==> src/rtl/arch_defs_pkg.sv <==
// Shared UART architecture definitions: data width, RX FSM encoding,
// register offsets, and the command/status bit positions of the register file.
package arch_defs_pkg;

    localparam int unsigned DATA_WIDTH = 8;

    // RX state encoding; RESET and INIT are kept for encoding compatibility only.
    typedef enum logic [2:0] {
        S_UART_RX_RESET          = 3'd0,
        S_UART_RX_INIT           = 3'd1,
        S_UART_RX_IDLE           = 3'd2,
        S_UART_RX_VALIDATE_START = 3'd3,
        S_UART_RX_READ_DATA      = 3'd4,
        S_UART_RX_STOP           = 3'd5
    } uart_fsm_state_t;

    // Byte offsets of the UART register file.
    typedef enum logic [3:0] {
        UART_REG_DATA    = 4'h0,
        UART_REG_STATUS  = 4'h4,
        UART_REG_COMMAND = 4'h8,
        UART_REG_BAUD    = 4'hC
    } uart_reg_offset_e;

    // Bit position of the clear-errors request in UART_REG_COMMAND.
    localparam int unsigned UART_CMD_CLEAR_ERR_BIT = 0;

    // Bit positions in UART_REG_STATUS.
    localparam int unsigned UART_STATUS_RX_READY  = 0;
    localparam int unsigned UART_STATUS_FRAME_ERR = 1;
    localparam int unsigned UART_STATUS_OVERRUN   = 2;

endpackage

==> src/rtl/sync_2ff.sv <==
// Generic two-flop synchroniser for signals crossing into the clk domain.
// Ports: clk, reset_n (async, active-low), d (async input), q (synchronised).
// RESET_VAL sets the value both stages take during reset.
module sync_2ff #(
    parameter int unsigned WIDTH     = 1,
    parameter logic        RESET_VAL = 1'b0
) (
    input  logic             clk,
    input  logic             reset_n,
    input  logic [WIDTH-1:0] d,
    output logic [WIDTH-1:0] q
);

    logic [WIDTH-1:0] meta;

    always_ff @(posedge clk or negedge reset_n) begin
        if (!reset_n) begin
            meta <= {WIDTH{RESET_VAL}};
            q    <= {WIDTH{RESET_VAL}};
        end else begin
            meta <= d;
            q    <= meta;
        end
    end

endmodule

==> src/rtl/uart_receiver.sv <==
// 8N1 UART receiver: synchronises the RX pin, de-frames LSB-first characters,
// holds one byte until acknowledged, and flags framing errors and overruns.
// Ports: clk, reset_n (async, active-low), rx_serial_in (raw pin),
// rx_read_ack / clear_errors (one-cycle pulses from the register file),
// rx_data_out, rx_data_ready, rx_frame_error, rx_overrun, rx_busy.
module uart_receiver
    import arch_defs_pkg::*;
#(
    parameter int unsigned CLK_FREQ_HZ = 20_000_000,
    parameter int unsigned BAUD_RATE   = 115200
) (
    input  logic                  clk,
    input  logic                  reset_n,
    input  logic                  rx_serial_in,
    input  logic                  rx_read_ack,
    input  logic                  clear_errors,
    output logic [DATA_WIDTH-1:0] rx_data_out,
    output logic                  rx_data_ready,
    output logic                  rx_frame_error,
    output logic                  rx_overrun,
    output logic                  rx_busy
);

    localparam int unsigned CLKS_PER_BIT = CLK_FREQ_HZ / BAUD_RATE;
    localparam int unsigned CNT_W        = $clog2(CLKS_PER_BIT);
    localparam logic [CNT_W-1:0] HALF_BIT_LOAD = CNT_W'(CLKS_PER_BIT / 2 - 1);
    localparam logic [CNT_W-1:0] FULL_BIT_LOAD = CNT_W'(CLKS_PER_BIT - 1);
    localparam logic [2:0]       LAST_IDX      = 3'(DATA_WIDTH - 1);

    logic                  rx_sync;
    uart_fsm_state_t       state, state_next;
    logic [CNT_W-1:0]      bit_cnt, bit_cnt_next;
    logic [2:0]            bit_idx, bit_idx_next;
    logic [DATA_WIDTH-1:0] shift, shift_next;
    logic [DATA_WIDTH-1:0] data_next;
    logic                  ready_next, frame_err_next, overrun_next, busy_next;

    // Line idles high, so the synchroniser resets to 1 to avoid a false start.
    sync_2ff #(
        .WIDTH     (1),
        .RESET_VAL (1'b1)
    ) u_rx_sync (
        .clk     (clk),
        .reset_n (reset_n),
        .d       (rx_serial_in),
        .q       (rx_sync)
    );

    // State, datapath and output registers.
    always_ff @(posedge clk or negedge reset_n) begin
        if (!reset_n) begin
            state          <= S_UART_RX_IDLE;
            bit_cnt        <= '0;
            bit_idx        <= '0;
            shift          <= '0;
            rx_data_out    <= '0;
            rx_data_ready  <= 1'b0;
            rx_frame_error <= 1'b0;
            rx_overrun     <= 1'b0;
            rx_busy        <= 1'b0;
        end else begin
            state          <= state_next;
            bit_cnt        <= bit_cnt_next;
            bit_idx        <= bit_idx_next;
            shift          <= shift_next;
            rx_data_out    <= data_next;
            rx_data_ready  <= ready_next;
            rx_frame_error <= frame_err_next;
            rx_overrun     <= overrun_next;
            rx_busy        <= busy_next;
        end
    end

    // Next-state and output logic. Clears are applied first so a coincident set wins.
    always_comb begin
        state_next     = state;
        bit_cnt_next   = bit_cnt;
        bit_idx_next   = bit_idx;
        shift_next     = shift;
        data_next      = rx_data_out;
        ready_next     = rx_data_ready;
        frame_err_next = rx_frame_error;
        overrun_next   = rx_overrun;

        if (rx_read_ack) begin
            ready_next = 1'b0;
        end
        if (clear_errors) begin
            frame_err_next = 1'b0;
            overrun_next   = 1'b0;
        end

        case (state)
            S_UART_RX_IDLE: begin
                if (!rx_sync) begin
                    bit_cnt_next = HALF_BIT_LOAD;
                    state_next   = S_UART_RX_VALIDATE_START;
                end
            end

            S_UART_RX_VALIDATE_START: begin
                if (bit_cnt == '0) begin
                    if (!rx_sync) begin
                        bit_cnt_next = FULL_BIT_LOAD;
                        bit_idx_next = 3'd0;
                        state_next   = S_UART_RX_READ_DATA;
                    end else begin
                        state_next = S_UART_RX_IDLE;
                    end
                end else begin
                    bit_cnt_next = bit_cnt - CNT_W'(1);
                end
            end

            S_UART_RX_READ_DATA: begin
                if (bit_cnt == '0) begin
                    shift_next[bit_idx] = rx_sync;
                    bit_cnt_next        = FULL_BIT_LOAD;
                    bit_idx_next        = bit_idx + 3'd1;
                    if (bit_idx == LAST_IDX) begin
                        state_next = S_UART_RX_STOP;
                    end
                end else begin
                    bit_cnt_next = bit_cnt - CNT_W'(1);
                end
            end

            S_UART_RX_STOP: begin
                // Returning to IDLE mid-stop-bit lets a back-to-back start bit be caught.
                if (bit_cnt == '0) begin
                    if (rx_sync) begin
                        if (!rx_data_ready || rx_read_ack) begin
                            data_next  = shift;
                            ready_next = 1'b1;
                        end else begin
                            overrun_next = 1'b1;
                        end
                    end else begin
                        frame_err_next = 1'b1;
                    end
                    state_next = S_UART_RX_IDLE;
                end else begin
                    bit_cnt_next = bit_cnt - CNT_W'(1);
                end
            end

            default: begin
                state_next = S_UART_RX_IDLE;
            end
        endcase

        busy_next = (state_next != S_UART_RX_IDLE);
    end

endmodule
==> config.mk <==
export PLATFORM = sky130hd
export DESIGN_NAME = uart_receiver
export DESIGN_NICKNAME = d
export VERILOG_FILES = /design/src/rtl/arch_defs_pkg.sv /design/src/rtl/sync_2ff.sv /design/src/rtl/uart_receiver.sv
export SDC_FILE = /design/constraint.sdc
export NUM_CORES = 1
export LEC_CHECK = 0
export ABC_AREA = 1
export CELL_PAD_IN_SITES_DETAIL_PLACEMENT = 1
export CELL_PAD_IN_SITES_GLOBAL_PLACEMENT = 1
export CORE_UTILIZATION = 35
export DETAILED_ROUTE_END_ITERATION = 10
export GPL_ROUTABILITY_DRIVEN = 0
export GPL_TIMING_DRIVEN = 0
export PLACE_DENSITY = 0.77
export SYNTH_ARGS = -nofsm -noshare
export SYNTH_HDL_FRONTEND = slang
export SYNTH_SLANG_ARGS = --single-unit
==> constraint.sdc <==
create_clock -name clk -period 1.5 [get_ports clk]
set_input_delay 0.3 -clock clk [delete_from_list [all_inputs] [get_ports clk]]
set_output_delay 0.3 -clock clk [all_outputs]
set_load 0.01 [all_outputs]
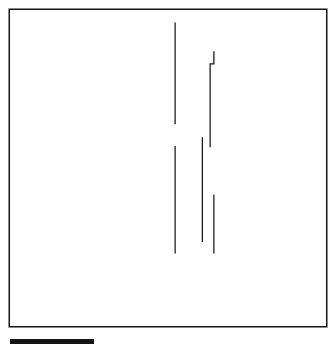
layer_met4.png
Scale bar: 20 um.
The layer carries 110 um of wire. The longest straight run is 25.2 um. 4 nets have wire on it.
via total after detailed routing: 1574
Routed WL: 4.581 mm

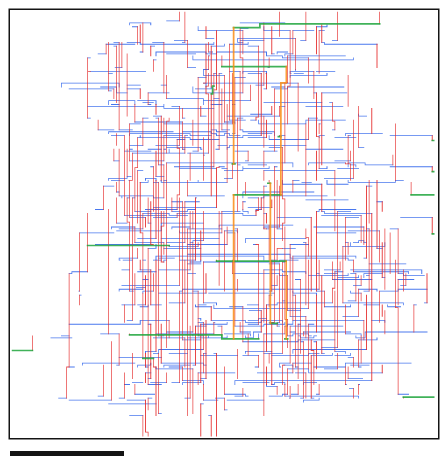
wires.png
Scale bar: 20 um.
metal 4: in orange, wire length 110 um. metal 1: in blue, wire length 2050 um. metal 3: in green, wire length 115 um. metal 2: in red, wire length 2310 um.
overall track demand over capacity in global routing: 0.1643
post-detailed-route wirelength per cell: 14.10 um

==> run notes <==
Quick summary of the implementation run below.

The number of hold violations in the final report came out at 0. The net count after synthesis came out at ~230. The Yosys warning count is 0.

The register clock-pin slew on the reported worst setup and hold paths is around 0.080 ns. 0 antenna diodes ended up in the layout. The cell total in the yosys stat output came out at 216. The area added between synthesis and finish came out at 36.86%. CTS added clock buffers totalling 5. The number of search-and-repair iterations in the first detailed-routing pass is 4. For this design the top-level I/O count stands at 17. The signal on the critical path passes through inv_2, buf_4, ha_1, xor2_1, o21ai_0, nand3_1, nand2_1, nand2_1. The post-route worst setup slack is -0.1105 ns. OpenSTA lists the critical path endpoint as bit_cnt[2]. The power report lists cell-internal power as ~2.2 mW.

The switching share of power came out at 0.3679. Detailed-route iteration 0 reported a violation count of 52. The time the final worst path needs with I/O delays and setup is between 1.5 and 2 ns. The cell that appears most often on the critical path is nand2_1. The relative max-transition margin came out at 0.4641. The upper clock frequency limit came out at approximately 0.62 GHz. STA reports the tightest min-delay check as being of type in2async. The number of antenna-violating nets in the routed design came out at 0.

For the worst-skew pair, the clock arrives at the later sink with an insertion delay of approximately 0.29 ns. The cell area power density is ~1400 nW/um^2. The origin of the worst setup path is bit_cnt[0].

The cell with the largest stage delay on the worst path is dfrtp_1. In this run the VDD rail shows a maximum IR drop of 0.0005399 V. TritonCTS built the clock tree. The die is 74.84 um tall. The area recorded from the Yosys report for this design is approximately 1900 sq um. In the final layout, the share of cells above drive strength 1 is 0.3412.

The count of maximum capacitance violations came out at 0. The number of buffers and inverters on the critical path came out at 2. The endpoint arrival time on the critical path is around 1.8 ns. The post-detailed-placement half-perimeter wirelength came out at 2.787 mm. On the critical path the largest part of the delay comes from flip-flops.

STA classifies the critical path endpoint as a flip-flop. The setup slack on the worst flop-to-flop path is -0.11 ns. Per the cell usage report, the commonest logic cells after layout are nand2_1 (44), dfrtp_1 (31), inv_1 (25), nor2_1 (13), nand3_1 (12). The mean post-synth cell area is around 8.6 sq um.

The script parses the final routing iteration and logs DRC violations as 0. The data required time of the critical path came out at ~1.7 ns. The leakage power of the design came out at between 1 and 1.5 nW. The number of nets at the end of the flow is approximately 260.

The cell area reported after detailed placement came out at approximately 2100 sq um. The library cell used most frequently in the layout, excluding fill and tap cells, is nand2_1. The largest driver fanout on the critical path is 4. The die area is between 5000 and 6000 sq um. The number of cells on the worst reg-to-reg path is 8. Setup repair after global routing could not meet its margin everywhere. The pin count of the biggest net entering global routing came out at 37.

The count of different cell masters after synthesis is 26. The part of the cycle the worst path needs came out at 1.074. The cell chosen for the clock root is clkbuf_8. The longest clock path from root to sink contains 2 buffers.

The sequential share of the synthesized area is 0.4872. Walking the critical path from launch to capture passes 8 cell instances. Across all stage logs, warnings added up to 28.

The via count of the first global-routing pass was 1510. From the final report, the count of setup violators was given as 9. The slew of the pin with the lowest slew margin is 0.8038 ns. TritonCTS reports the number of clock sinks as 36. The share of total power in sequential cells is 0.366. STA lists the startpoint of the worst register-to-register path as bit_cnt[0]. The synthesized netlist occupies a cell area of between 1500 and 2000 sq um.

The delay of the slowest cell on the worst path is approximately 0.36 ns. The final max-slew violation count recorded for this run is 0. Dividing the detail-routed via count by the number of cells gives slightly below 5. The final reports fail on negative setup slack. The number of instances in the synthesized netlist is around 220. The part of the total power dissipated in combinational logic is 0.358. The setup path with the least slack is of type reg2reg. The horizontal die dimension came out at ~75 um. The run finished, with violations left. The CTS H-tree depth came out at 2. The aggregate negative setup slack came out at -0.2170 ns. The initial antenna violation count came to 0. After layout, the setup clock skew is reported as about 0.0044 ns. The startpoint class of the critical path is a flip-flop. The capture instance of the worst register-to-register path is bit_cnt[2]. The initial utilization of the core area, before any placement, comes to 0.3635. The port buffer count is 16. The leftover overflow at the end of global routing came out at 0. The number of synthesized register bits came out at 36. The proportion of power drawn by the clock network is 0.276. The hold-fix buffer count after cts came out at 0. The total net switching power came out at ~1.3 mW. The first global-routing pass estimated ~6.8 mm of wire.
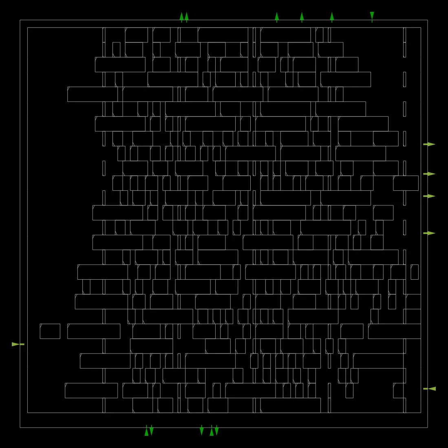
placement.png
Std-Cell Rows: 26
flip-flops: 36
Layout Utilization: 0.4976
proportion of cell area occupied by registers: 0.3570

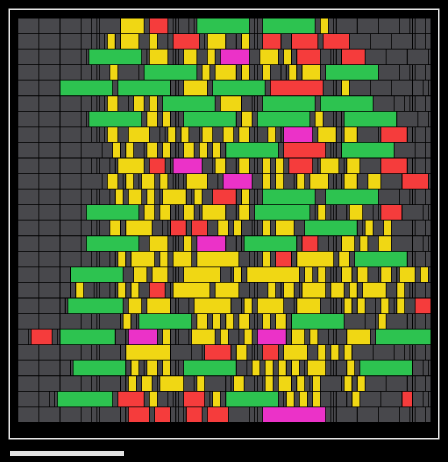
placement_by_type.png
Scale bar: 20 um. Fill, decap, tap and diode cells in grey.
flops: in green, cells 36, share of their area 37%. combinational and other logic: in yellow, cells 179, share of their area 44%. clock drivers and dummy loads: in magenta, cells 8, share of their area 5.2%. other buffers and delay cells: in red, cells 32, share of their area 14%.
Layout Cell Area excl Fill: 2541 sq um
core box area: 5107 sq um

## routing by layer
layer | track usage | vias to the layer above | wire length (um)
met2 | 0.2843 | 24 | 2305
met1 | 0.1998 | 779 | 2051
met4 | 0.06289 | 0 | 110
li1 | - | 760 | -
met3 | 0.03614 | 11 | 114
met5 | 0 | - | 0
## logic make-up after synthesis
logic type | count (synthesis) | share of synthesized area
AND-OR/OR-AND | 29 | 0.09636
AND/OR/NAND/NOR | 107 | 0.2952
buffers and inverters | 38 | 0.08491
adder cells (fa/ha/maj) | 4 | 0.02696
XOR/XNOR | 2 | 0.009436
flip-flops | 36 | 0.4872
## flip-flops by register name (all words and copies together), names as in the netlist
name,flops
rx_data_ready,1
u_rx_sync.meta,1
shift,8
rx_data_out,8
bit_cnt,8
rx_overrun,1
u_rx_sync.q,1
bit_idx,3
rx_frame_error,1
rx_busy,1
state,3
## worst min-delay path by stage
stage / from / to / slack, ns
after floorplan: reset_n / bit_cnt[0] / 0.004
after global placement: u_rx_sync.meta / u_rx_sync.q / 0.35
after detailed placement: u_rx_sync.meta / u_rx_sync.q / 0.36
after CTS: reset_n / bit_cnt[4] / 0.12
after global routing: reset_n / rx_busy / 0.17
final: reset_n / bit_cnt[4] / 0.09
## cells in the mapped netlist
master	number	share of area
nor2_1	15	0.030
inv_1	33	0.067
nand2_1	55	0.11
dfrtp_1	33	0.44
ha_1	4	0.027
o21ai_2	8	0.038
nand4_1	2	0.0067
nand2_4	2	0.012
nand3b_1	1	0.0040
buf_6	2	0.012
or2_2	1	0.0034
nand4_4	1	0.011
nand3_4	1	0.0094
a21oi_1	1	0.0027
nand3_1	16	0.043
o21ai_1	7	0.019
o21ai_0	12	0.032
nand2_2	4	0.013
nor2_4	3	0.018
xor2_1	2	0.0094
dfstp_2	3	0.042
inv_2	3	0.0061
o2111ai_1	1	0.0047
nand3_2	2	0.011
nor2_2	3	0.010
nor2_8	1	0.011
## power groups by stage
stage / clock network [mW] / registers, mW / logic, mW
global route: 1.01 / 1.28 / 1.39
CTS: 0.965 / 1.26 / 1.08
finish: 0.958 / 1.27 / 1.24
detailed placement: 0 / 1.28 / 0.924
floorplan: 0 / 1.25 / 0.712
global placement: 0 / 1.27 / 0.884
## metrics by stage
step | util | cells | setup slack, ns | hold WS [ns] | total power [mW]
after floorplan | - | 216 | 0.08265 | 0.004409 | 1.961
after global placement | 0.4121 | 302 | -0.7289 | 0.3457 | 2.158
after detailed placement | 0.4111 | 302 | -0.1337 | 0.3567 | 2.203
after CTS | 0.4547 | 319 | 0.0008424 | 0.1159 | 3.298
after global routing | 0.4976 | 325 | -0.1996 | 0.1672 | 3.689
final | 0.4976 | 325 | -0.1105 | 0.09321 | 3.467
## area by class of cell
type	count	area, sq um
Buffer	2	31.28
Inverter	36	141.4
Timing Repair Buffer	30	306.5
Clock inverter	1	30.03
Tap cell	70	87.58
Multi-Input combinational cell	143	940.9
Sequential cell	36	907.1
Fill cell	617	2566
Clock buffer	7	96.34
## what timing repair did
action / 4_1_cts / 5_1_grt
endpoints found under the setup margin: 28 / 35
gates cloned: 1 / 2
pin swaps: 2 / 7
gates resized: 13 / 49
buffers inserted: 8 / 4
Power is estimated from default activity; no workload was simulated.
